m3.png
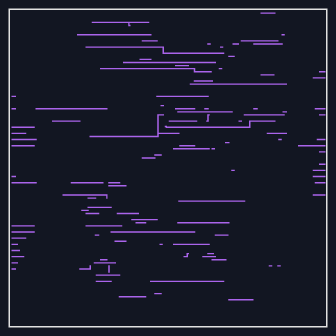
ff_map.png
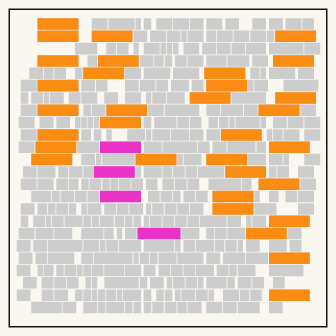
route_heat.png
14 x 14 tiles, from black (low) to pale yellow (high), scaled to the fullest tile. Values are wire area over tile area, all layers added.
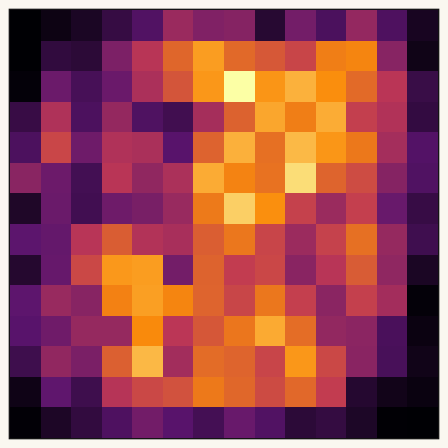
placed.png
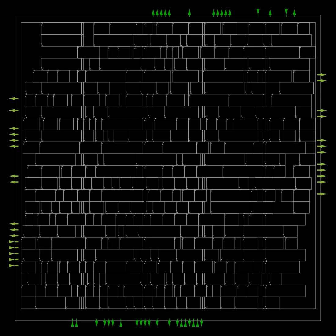
Design multicycle_controller, sky130hd; sources not shown.
==> metrics.csv <==
stage,metric,value,unit
floorplanning,dieArea,0.00486,mm^2
global_routing,grt_pass1_wl,11200,um
final_layout,comb_area,0.00153,mm^2
critical_path,cp-start-kind,flip-flop,
timing,fin_setup_tns,-1550,ps
final_layout,fin_nets,387,
final_layout,lay_top_count,buf_4,
critical_path,rrSetupSlack,-230,ps
clock_tree,clk_pin_slew,90,ps
clock_tree,cts_tree,done,
final_layout,largest_reg_flops,32,
clock_tree,cts_buffers,5,
yosys,ys_types,45,
routing,drc,0,
final_layout,antennaDiodeCount,0,
yosys,topCellsByArea,"dfrtp_1 42%, xor2_1 7.3%, xnor2_1 6.5%, nor3_1 3.9%, nor2_1 3.8%",
power_and_ir_drop,cellLeakagePower,1.80,nW
timing,setup_slack,-225,ps
yosys,synth_flops,36,
critical_path,rr_worst_depth,10,
global_routing,grt_max_degree,20,
clock_tree,h-tree-depth,2,
clock_tree,insertion_delay,310,ps
yosys,ys_seq_frac,0.418,
place,dp_slack,-504,ps
floorplanning,dieWidth,69.7,um
global_routing,antenna_found_initial,0,
routing,ant_nets,0,
critical_path,critical_path_peak_fanout,6,
worst_hold_path,worstHoldPathType,primary input to asynchronous set/reset pin,
critical_path,cp.arrival,2350,ps
yosys,ff_type,dfrtp_1,
power_and_ir_drop,power,0.00241,W
yosys,fp_nets,252,
yosys,yosys_warnings,0,
outcome,violations,setup timing,
final_layout,area_growth_syn_to_layout,77.2,%
timing,hold-worst-slack,239,ps
critical_path,crit_type,flip-flop to flip-flop,
yosys,top_cell_area_share,0.418,
outcome,status,finished with violations,
global_routing,grt_pass1_vias,2322,
timing,finalClockPeriodUsage,1.12,
floorplanning,core_util_floorplan,0.492,
timing,slew_viol_final,0,
yosys,postSynth.asyncResetShare,1.00,
yosys,synthCells,237,
timing,final-setup-viol-count,23,
Notes on m3.png above:
share of all routed wire = 6.5%
longest straight run = 21.2 um
wire length on this layer = 542 um
nets with wire on the layer = 84
main direction = horizontal
routed wire length: 8390 um
via count: 2,556
routing usage on met3: 0.0683

Notes on ff_map.png above:
`instret` -> orange  # placed flops 32
`r_state` -> magenta  # placed flops 4
Register Area: 902 um^2
seq pwr: 0.000856 W
Finished Core Util: 0.871
Seq/total area: 0.236

Notes on route_heat.png above:
nearly empty tiles = 3.6%
fullest tile = 0.67
mean over tiles = 0.29
tiles over half the peak = 39%
WL per Instance: 19.7 um
GRT Overall Usage: 0.291

Notes on placed.png above:
FFs & Latches: 36
TAP cells: 52
Non-Filler Instances: 425
# fillers: 205

-- cells in the mapped netlist (3+ instances only) --
cell type	n
nor2_1	22
or3_1	3
nor2b_1	3
clkbuf_1	7
nor3_1	17
and3_1	5
nand3b_1	4
nand4_1	6
xor2_1	18
nand2b_1	6
nor4_1	7
a21oi_1	7
buf_2	3
nand3_1	11
nand2_1	20
xnor2_1	16
and4_1	3
dfrtp_1	36
inv_1	8
-- where the power goes --
group / total, W / internal (W) / switching, W / leakage [nW]
clock: 0.000594 / 0.000290 / 0.000304 / 0.0510
combinational: 0.000963 / 0.000523 / 0.000441 / 1.28
sequential: 0.000856 / 0.000809 / 0.0000462 / 0.475
-- stage by stage --
step | cell area, um^2 | instances
global route | 3820 | 425
finish | 3820 | 425
detailed placement | 3220 | 397
floorplan | 2160 | 237
CTS | 3540 | 417
global placement | 3220 | 397
-- critical path: stages, from the launching register on --
cell,delay [ps]
dfrtp_1,380
buf_6,140
buf_6,110
buf_6,90
nand3b_1,110
buf_4,160
a21oi_4,220
o211ai_4,150
buf_8,180
nor4_4,250
xor2_1,240
-- metal layers --
layer	track usage	wire length (um)	up-vias	part of all wire
li1	-	-	1113	-
met1	0.360	3270	1245	0.39
met2	0.504	4210	162	0.50
met3	0.0683	542	36	0.065
met4	0.0867	369	0	0.044
met5	0	0	-	0
-- cells by family (layout without fill, tap and decap cells) --
kind of cell             Yosys count  in the layout  share of synthesized area
AND/OR/NAND/NOR                  118            118                      0.297
flip-flops                        36             36                      0.418
XOR/XNOR                          34             34                      0.138
AND-OR/OR-AND                     28             29                     0.0975
buffers and inverters             19            154                     0.0383
adder cells (fa/ha/maj)            1              1                    0.00580
multiplexers                       1              1                    0.00522
-- cell type report --
type	count	area share
Clock buffer	6	0.0216
Clock inverter	2	0.00262
Inverter	8	0.00786
Multi-Input combinational cell	183	0.401
Sequential cell	36	0.236
Tap cell	52	0.0170
Timing Repair Buffer	138	0.313
-- what timing repair did --
item	4_1_cts	5_1_grt
gates resized	98	53
pin swaps	14	30
endpoints found under the setup margin	24	42
buffers inserted	12	9
hold endpoints to repair	0	0
gates cloned	0	1
Power is estimated from default activity; no workload was simulated.
